**config.mk**
```make
export PLATFORM = sky130hd
export DESIGN_NAME = conv2d_stream
export DESIGN_NICKNAME = d
export VERILOG_FILES = /design/src/rtl/conv2d_stream.sv
export SDC_FILE = /design/constraint.sdc
export NUM_CORES = 1
export LEC_CHECK = 0
export CAP_MARGIN = 20
export CORE_ASPECT_RATIO = 0.8
export CORE_MARGIN = 2
export CORE_UTILIZATION = 30
export CTS_CLUSTER_DIAMETER = 40
export DETAILED_ROUTE_END_ITERATION = 8
export PLACE_DENSITY_LB_ADDON = 0.15
export SETUP_SLACK_MARGIN = 0.1
export SLEW_MARGIN = 20
export SYNTH_ARGS = -nofsm -noshare
export SYNTH_HDL_FRONTEND = slang
export SYNTH_SLANG_ARGS = --single-unit
```
**constraint.sdc**
```tcl
create_clock -name clk -period 10.4 [get_ports clk]
set_clock_uncertainty 0.1 [all_clocks]
set_input_delay 1.56 -clock clk [delete_from_list [all_inputs] [get_ports clk]]
set_output_delay 1.56 -clock clk [all_outputs]
set_load 0.1 [all_outputs]
```
**src/rtl/conv2d_stream.sv**
```systemverilog
// rtl/conv2d_stream.sv - streaming 2-D convolution, one MAC per cycle, ready/valid output
//
// Ports:
//   clk, rst            clock, asynchronous active-high reset
//   start               begin a job (sampled only in IDLE)
//   busy, done          job in progress / one-cycle completion pulse
//   matrix, kernel      input map [CIN][HEIGHT][WIDTH], weights [CIN][K][K]; held by driver while busy
//   bias                accumulator start value for every output pixel
//   out_pixel           result, with out_row/out_col coordinates
//   out_valid/out_ready output handshake; results hold while out_ready is low
module conv2d_stream #(
    parameter int DATA_WIDTH = 8,
    parameter int ACC_WIDTH  = 32,
    parameter int HEIGHT     = 4,
    parameter int WIDTH      = 4,
    parameter int K          = 2,
    parameter int CIN        = 1,
    parameter int STRIDE     = 1,
    parameter int PAD        = 0,
    parameter int RELU       = 0,
    localparam int CW = $clog2((HEIGHT > WIDTH) ? HEIGHT : WIDTH) + 1
) (
    input  logic                         clk,
    input  logic                         rst,
    input  logic                         start,
    output logic                         busy,
    output logic                         done,
    input  logic signed [DATA_WIDTH-1:0] matrix [0:CIN-1][0:HEIGHT-1][0:WIDTH-1],
    input  logic signed [DATA_WIDTH-1:0] kernel [0:CIN-1][0:K-1][0:K-1],
    input  logic signed [ACC_WIDTH-1:0]  bias,
    output logic signed [ACC_WIDTH-1:0]  out_pixel,
    output logic [CW-1:0]                out_row,
    output logic [CW-1:0]                out_col,
    output logic                         out_valid,
    input  logic                         out_ready
);

    localparam int OUT_H = (HEIGHT + 2 * PAD - K) / STRIDE + 1;
    localparam int OUT_W = (WIDTH + 2 * PAD - K) / STRIDE + 1;
    localparam int CINW  = (CIN > 1) ? $clog2(CIN) : 1;
    localparam int KW    = (K > 1) ? $clog2(K) : 1;
    localparam int RW    = (HEIGHT > 1) ? $clog2(HEIGHT) : 1;
    localparam int CLW   = (WIDTH > 1) ? $clog2(WIDTH) : 1;

    typedef enum logic [1:0] {IDLE, MAC, EMIT, DONE} state_t;

    state_t                        state_q;
    logic signed [ACC_WIDTH-1:0]   acc_q;
    logic [CINW-1:0]               c_q;
    logic [KW-1:0]                 i_q;
    logic [KW-1:0]                 j_q;
    logic [CW-1:0]                 row_q;
    logic [CW-1:0]                 col_q;
    logic                          busy_q;
    logic                          done_q;
    logic                          valid_q;
    logic signed [ACC_WIDTH-1:0]   pixel_q;
    logic [CW-1:0]                 orow_q;
    logic [CW-1:0]                 ocol_q;

    int                            tap_r;
    int                            tap_c;
    logic                          in_bounds;
    logic [RW-1:0]                 r_idx;
    logic [CLW-1:0]                c_idx;
    logic signed [DATA_WIDTH-1:0]  tap_pix;
    logic signed [2*DATA_WIDTH-1:0] prod;
    logic signed [ACC_WIDTH-1:0]   sum_d;
    logic signed [ACC_WIDTH-1:0]   result_d;
    logic                          last_tap;
    logic                          last_out;

    // Tap address in the unpadded map; padding taps are detected here and
    // replaced by zero, with the array index parked at 0 so no read goes out of range.
    always_comb begin
        tap_r     = int'(row_q) * STRIDE + int'(i_q) - PAD;
        tap_c     = int'(col_q) * STRIDE + int'(j_q) - PAD;
        in_bounds = (tap_r >= 0) && (tap_r < HEIGHT) && (tap_c >= 0) && (tap_c < WIDTH);
        r_idx     = in_bounds ? tap_r[RW-1:0] : '0;
        c_idx     = in_bounds ? tap_c[CLW-1:0] : '0;
        tap_pix   = in_bounds ? matrix[c_q][r_idx][c_idx] : '0;
        prod      = tap_pix * kernel[c_q][i_q][j_q];
        // Signed size cast sign-extends the full-width product; the add wraps.
        sum_d     = acc_q + ACC_WIDTH'(prod);
        result_d  = ((RELU != 0) && sum_d[ACC_WIDTH-1]) ? '0 : sum_d;
        last_tap  = (c_q == CINW'(CIN - 1)) && (i_q == KW'(K - 1)) && (j_q == KW'(K - 1));
        last_out  = (row_q == CW'(OUT_H - 1)) && (col_q == CW'(OUT_W - 1));
    end

    always_ff @(posedge clk or posedge rst) begin
        if (rst) begin
            state_q <= IDLE;
            acc_q   <= '0;
            c_q     <= '0;
            i_q     <= '0;
            j_q     <= '0;
            row_q   <= '0;
            col_q   <= '0;
            busy_q  <= 1'b0;
            done_q  <= 1'b0;
            valid_q <= 1'b0;
            pixel_q <= '0;
            orow_q  <= '0;
            ocol_q  <= '0;
        end else begin
            case (state_q)
                IDLE: begin
                    done_q <= 1'b0;
                    if (start) begin
                        acc_q   <= bias;
                        c_q     <= '0;
                        i_q     <= '0;
                        j_q     <= '0;
                        row_q   <= '0;
                        col_q   <= '0;
                        busy_q  <= 1'b1;
                        state_q <= MAC;
                    end
                end
                MAC: begin
                    acc_q <= sum_d;
                    if (last_tap) begin
                        pixel_q <= result_d;
                        orow_q  <= row_q;
                        ocol_q  <= col_q;
                        valid_q <= 1'b1;
                        c_q     <= '0;
                        i_q     <= '0;
                        j_q     <= '0;
                        state_q <= EMIT;
                    end else if (j_q == KW'(K - 1)) begin
                        j_q <= '0;
                        if (i_q == KW'(K - 1)) begin
                            i_q <= '0;
                            c_q <= c_q + 1'b1;
                        end else begin
                            i_q <= i_q + 1'b1;
                        end
                    end else begin
                        j_q <= j_q + 1'b1;
                    end
                end
                EMIT: begin
                    if (out_ready) begin
                        valid_q <= 1'b0;
                        if (last_out) begin
                            done_q  <= 1'b1;
                            state_q <= DONE;
                        end else begin
                            acc_q <= bias;
                            if (col_q == CW'(OUT_W - 1)) begin
                                col_q <= '0;
                                row_q <= row_q + 1'b1;
                            end else begin
                                col_q <= col_q + 1'b1;
                            end
                            state_q <= MAC;
                        end
                    end
                end
                DONE: begin
                    done_q  <= 1'b0;
                    busy_q  <= 1'b0;
                    state_q <= IDLE;
                end
                default: state_q <= IDLE;
            endcase
        end
    end

    assign busy      = busy_q;
    assign done      = done_q;
    assign out_valid = valid_q;
    assign out_pixel = pixel_q;
    assign out_row   = orow_q;
    assign out_col   = ocol_q;

endmodule

```
==> run_1/power_grid.png <==
Bar = 50 um. Pins as bars on the die edge.
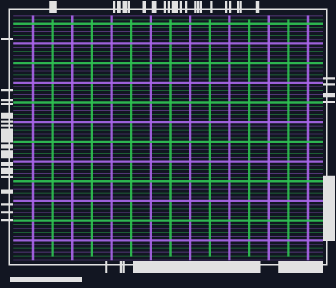
Key: purple = VSS; green = VDD
The core has 62 rows. 12 straps on met5. 63 met1 rails follow the rows. 15 straps on met4.
Die W: 218 um
Core Region: 0.0361 sq mm
Die H: 175 um

==> run_1/placement_by_type.png <==
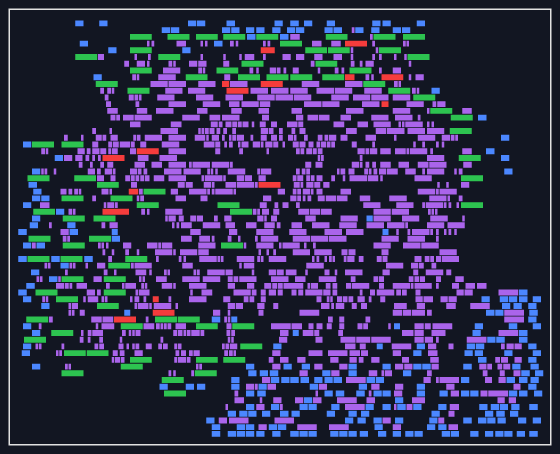
Key: blue = other buffers and delay cells [cells 244]; purple = combinational and other logic [cells 973]; green = flops [cells 84]; red = clock drivers and dummy loads [cells 16]
Util after Layout: 39.3%
fin area: 0.0142 sq mm
Seq area share: 14.8%

==> results.yml, run 1 <==
# yosys + openroad results
clock_network:
  clockBufferDepth: 2
  clkSinkCount: 84
  cts_tree: "built"
  clock_latency_ns: 0.37
  clk_pin_slew_ns: 0.07
setup_path:
  critPathCapture: "acc_q[30]$_DFFE_PP0P_"
  path_depth: 24
  critPathLaunchType: "flop"
  cp_top_family: "adder cells"
  path_class: "flop to flop"
  required_ns: 10.57
  worstPathArrival_ns: 9.29
  ff2ff_path_depth: 24
  rrSetupSlack_ns: 1.28
  cpMaxStageDelayCell: "dfrtp_1"
  max_stage_delay_ns: 0.77
synthesis:
  synthAoiAreaFrac_pct: 16.1
  synth_nets: 1511
  mux_area_share_pct: 11.8
  top_cell: "fa_1"
  synth_cells: 1099
  synth.top_cell.area_share_pct: 24.9
  synth_flops: 84
  adder_share_pct: 33.9
  topCombFamilyByArea: "adder cells"
  common_cells: "fa_1 (137), nand2_1 (133), inv_1 (110)"
  synth_cell_types: 73
worst_hold_path:
  hold_path_class: "flop to flop"
  min_path_cells: 2
  min_to: "out_pixel[8]$_DFFE_PP0P_"
die:
  die_area_sq_mm: 0.0383
  std_cell_rows: 62
route:
  wire_per_inst_um: 19.5
  num_vias: 9026
  ant_nets: 0
  wl_mm: 35.0
  detail_route.vias_per_cell: 5.02
  routed-wl-met3_mm: 1.97
  drt_pre_antenna_iters: 5
global_route:
  grt_use_total_pct: 19.0
  grt_pass1_wl_mm: 56.1
  use_met2_pct: 28.0
  grt_util_met3_pct: 3.60
final_timing:
  clock.fmax_ghz: 0.110
  slew_violations: 0
  fin_ws_ns: 1.28
  finalCritPeriodShare_pct: 87.7
job:
  maxCapViolCount: 0
  warnings: 32
cells_and_area:
  largest_class: "combinational gates"
  layout-drive-gt1-share_pct: 7.29
  layout_top_cell: "clkdlybuf4s50_1"
  num-nonclk-buffers: 244
  ff_latch_area_sq_mm: 0.00210
  final_cells: 1797
  buf_share_pct: 17.1
place:
  gp_congestion: 0.889
  portBuffers: 236
  dp.cells: 1781
outcome:
  status: "finished, final reports clean"
==> run_1/clk_routes.png <==
Bar = 50 um.
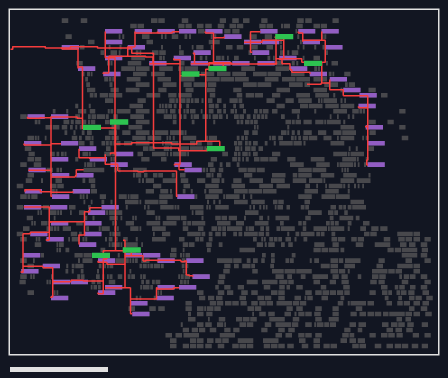
Key: red = clock wires [length 1590 um]; green = clock drivers [count 9]; purple = flip-flops [count 84]
Position of the flops: widely spread. There are 10 routed clock nets.

==> run_1/clocks.png <==
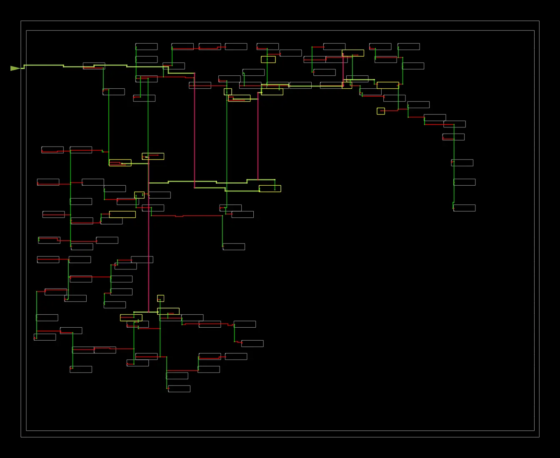

==> run 2: changes to the inputs <==
- RECOVER_POWER: not set -> 50
==> run_2/clocks.png <==
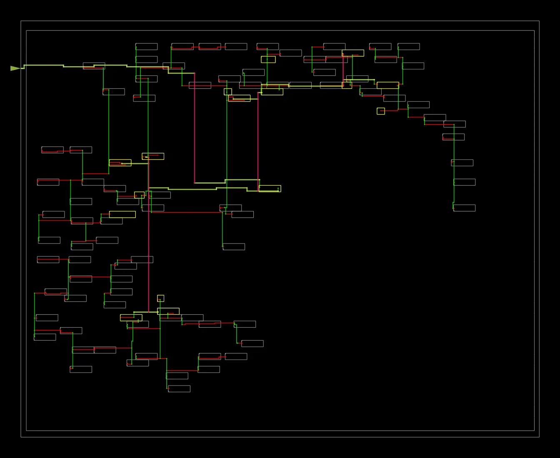
Inserted Clock Buffers: 9
clock sink count: 84
Worst-Skew Late Latency: 0.37 ns

==> results.yml, run 2 <==
# yosys + openroad results
setup_path:
  critPathLaunchType: "flop"
  path_depth: 24
  path_class: "flop to flop"
  worst-path-buf-inv: 0
  worstPathArrival_ns: 9.20
  required_ns: 10.46
  rrSetupSlack_ns: 1.26
  critPathCapture: "out_pixel[30]$_DFFE_PP0P_"
  max_stage_delay_ns: 0.77
  ff2ff_path_depth: 24
clock_network:
  post_cts_buffers: 0
  cts_resized: 0
  clk_pin_slew_ns: 0.08
  clockBufferDepth: 2
  cts_tree: "built"
  hold_buffers: 0
synthesis:
  synth.top_cell.area_share_pct: 24.9
  synth_nets: 1511
  common_cells: "fa_1 (137), nand2_1 (133), inv_1 (110)"
  synthAoiAreaFrac_pct: 16.1
  topCombFamilyByArea: "adder cells"
  synth_cells: 1099
  top_cell: "fa_1"
  mux_area_share_pct: 11.8
  ys_chip_area_sq_mm: 0.0110
  synth_cell_types: 73
  adder_share_pct: 33.9
cells_and_area:
  finish.instance_area_sq_mm: 0.0142
  largest_class: "combinational gates"
  ff_latch_area_sq_mm: 0.00210
  nClkBuffers: 9
  seq_share_pct: 14.8
  fin_util_pct: 39.3
  layout_top_cell: "clkdlybuf4s50_1"
  buf_share_pct: 17.0
  final_cells: 1797
  layout-drive-gt1-share_pct: 7.14
route:
  drt_pre_antenna_iters: 5
  wl_mm: 35.1
  ant_nets: 0
  wire_per_inst_um: 19.5
  num_vias: 9014
  routed-wl-met3_mm: 2.04
final_timing:
  fin_ws_ns: 1.26
  finalCritPeriodShare_pct: 87.9
  clock.fmax_ghz: 0.109
  slew_violations: 129
place:
  portBuffers: 236
  gp_congestion: 0.889
  dp.cells: 1781
global_route:
  use_met2_pct: 28.0
  grt_util_met3_pct: 3.60
  grt_use_total_pct: 19.0
  grt_pass1_wl_mm: 56.1
die:
  core_sq_mm: 0.0361
  die_area_sq_mm: 0.0383
  fp.dieW_um: 218
  dieHeight_um: 175
outcome:
  status: "finished, violations left"
  violations: "max-capacitance violations, max-slew violations"
worst_hold_path:
  min_path_cells: 2
  hold_path_class: "flop to flop"
  min_to: "out_pixel[8]$_DFFE_PP0P_"
job:
  maxCapViolCount: 3
  warnings: 32
==> run_2/power_grid.png <==
Bar = 50 um. Pins as bars on the die edge.
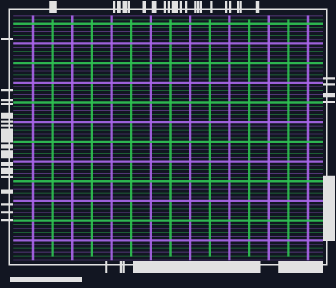

==> run_2/placement_by_type.png <==
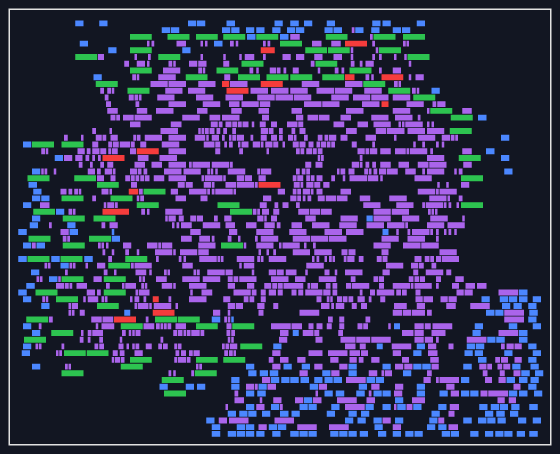

==> run 3: changes to the inputs <==
- PLACE_DENSITY: not set -> 0.53
- PLACE_DENSITY_LB_ADDON: 0.15 -> not set
- TNS_END_PERCENT: not set -> 5
==> run_3/placement_by_type.png <==
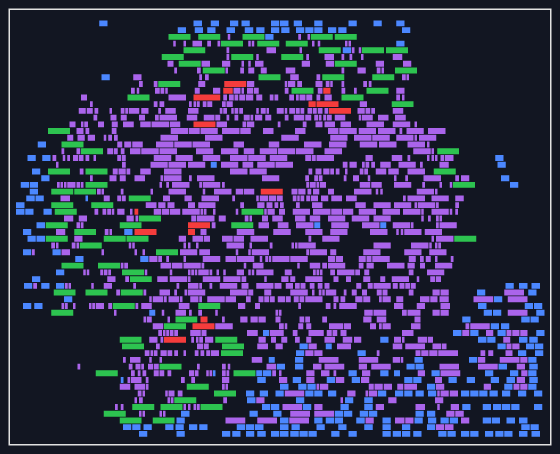
Key: red = clock drivers and dummy loads [cells 16]; blue = other buffers and delay cells [cells 248]; purple = combinational and other logic [cells 973]; green = flops [cells 84]
fin area: 0.0142 sq mm
Util after Layout: 39.3%
Std-Cell Rows: 62
Seq area share: 14.8%

==> run_3/power_grid.png <==
Bar = 50 um. Pins as bars on the die edge.
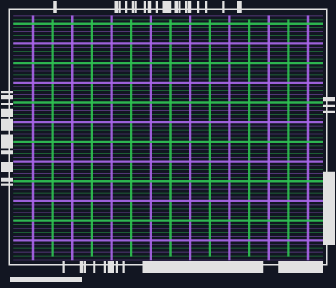

==> results.yml, run 3 <==
# yosys + openroad results
outcome:
  status: "finished, violations left"
  violations: "max-capacitance violations, max-slew violations"
synthesis:
  ys_async_sr_fraction_pct: 100
  synthAoiAreaFrac_pct: 16.1
  top_cell: "fa_1"
  ys_chip_area_sq_mm: 0.0110
  common_cells: "fa_1 (137), nand2_1 (133), inv_1 (110)"
  synth_nets: 1511
  mux_area_share_pct: 11.8
  synth_cell_types: 73
  synth_cells: 1099
  yosys_cells: 1099
  ys_seq_share_pct: 19.1
  synth.avg_cell_area_sq_um: 10.0
  topCombFamilyByArea: "adder cells"
  synth.top_cell.area_share_pct: 24.9
global_route:
  use_met2_pct: 28.5
  grt_use_total_pct: 18.9
  grt_util_met3_pct: 2.41
  grt_pass1_wl_mm: 56.4
final_timing:
  finalCriticalPeriod_ns: 9.21
  slew_violations: 177
  rsz0062_at_grt: "no"
  finalCritPeriodShare_pct: 88.5
  tns_ns: 0
  fin_ws_ns: 1.19
setup_path:
  ff2ff_path_depth: 24
  worstPathArrival_ns: 9.20
  critPathLaunchType: "flop"
  worst-path-buf-inv: 0
  rrSetupSlack_ns: 1.19
  critPathCapture: "acc_q[30]$_DFFE_PP0P_"
  required_ns: 10.39
  path_depth: 24
  cp_top_family: "adder cells"
  max_stage_delay_ns: 0.79
  reg2reg_from: "j_q$_DFFE_PP0P_"
  path_class: "flop to flop"
cells_and_area:
  layout-drive-gt1-share_pct: 7.19
  buf_share_pct: 17.2
  largest_class: "combinational gates"
  inverters_excl_clock: 113
  final_cells: 1801
  nClkBuffers: 9
  ff_latch_area_sq_mm: 0.00210
clock_network:
  clock_latency_ns: 0.36
  post_cts_buffers: 0
  clk_pin_slew_ns: 0.08
  numCtsBuffers: 9
  cts_resized: 0
  clkSinkCount: 84
  cts_tree: "built"
die:
  die_area_sq_mm: 0.0383
  core_sq_mm: 0.0361
  dieHeight_um: 175
  fp.dieW_um: 218
worst_hold_path:
  hold_path_class: "flop to flop"
  min_to: "out_row[2]$_DFFE_PP0P_"
route:
  ant_nets: 0
  routed-wl-met3_mm: 1.48
  num_vias: 9094
  wl_mm: 35.0
  wire_per_inst_um: 19.4
  drt_pre_antenna_iters: 5
place:
  portBuffers: 236
  gp_congestion: 0.904
  dp.cells: 1785
job:
  warnings: 32
  maxCapViolCount: 4
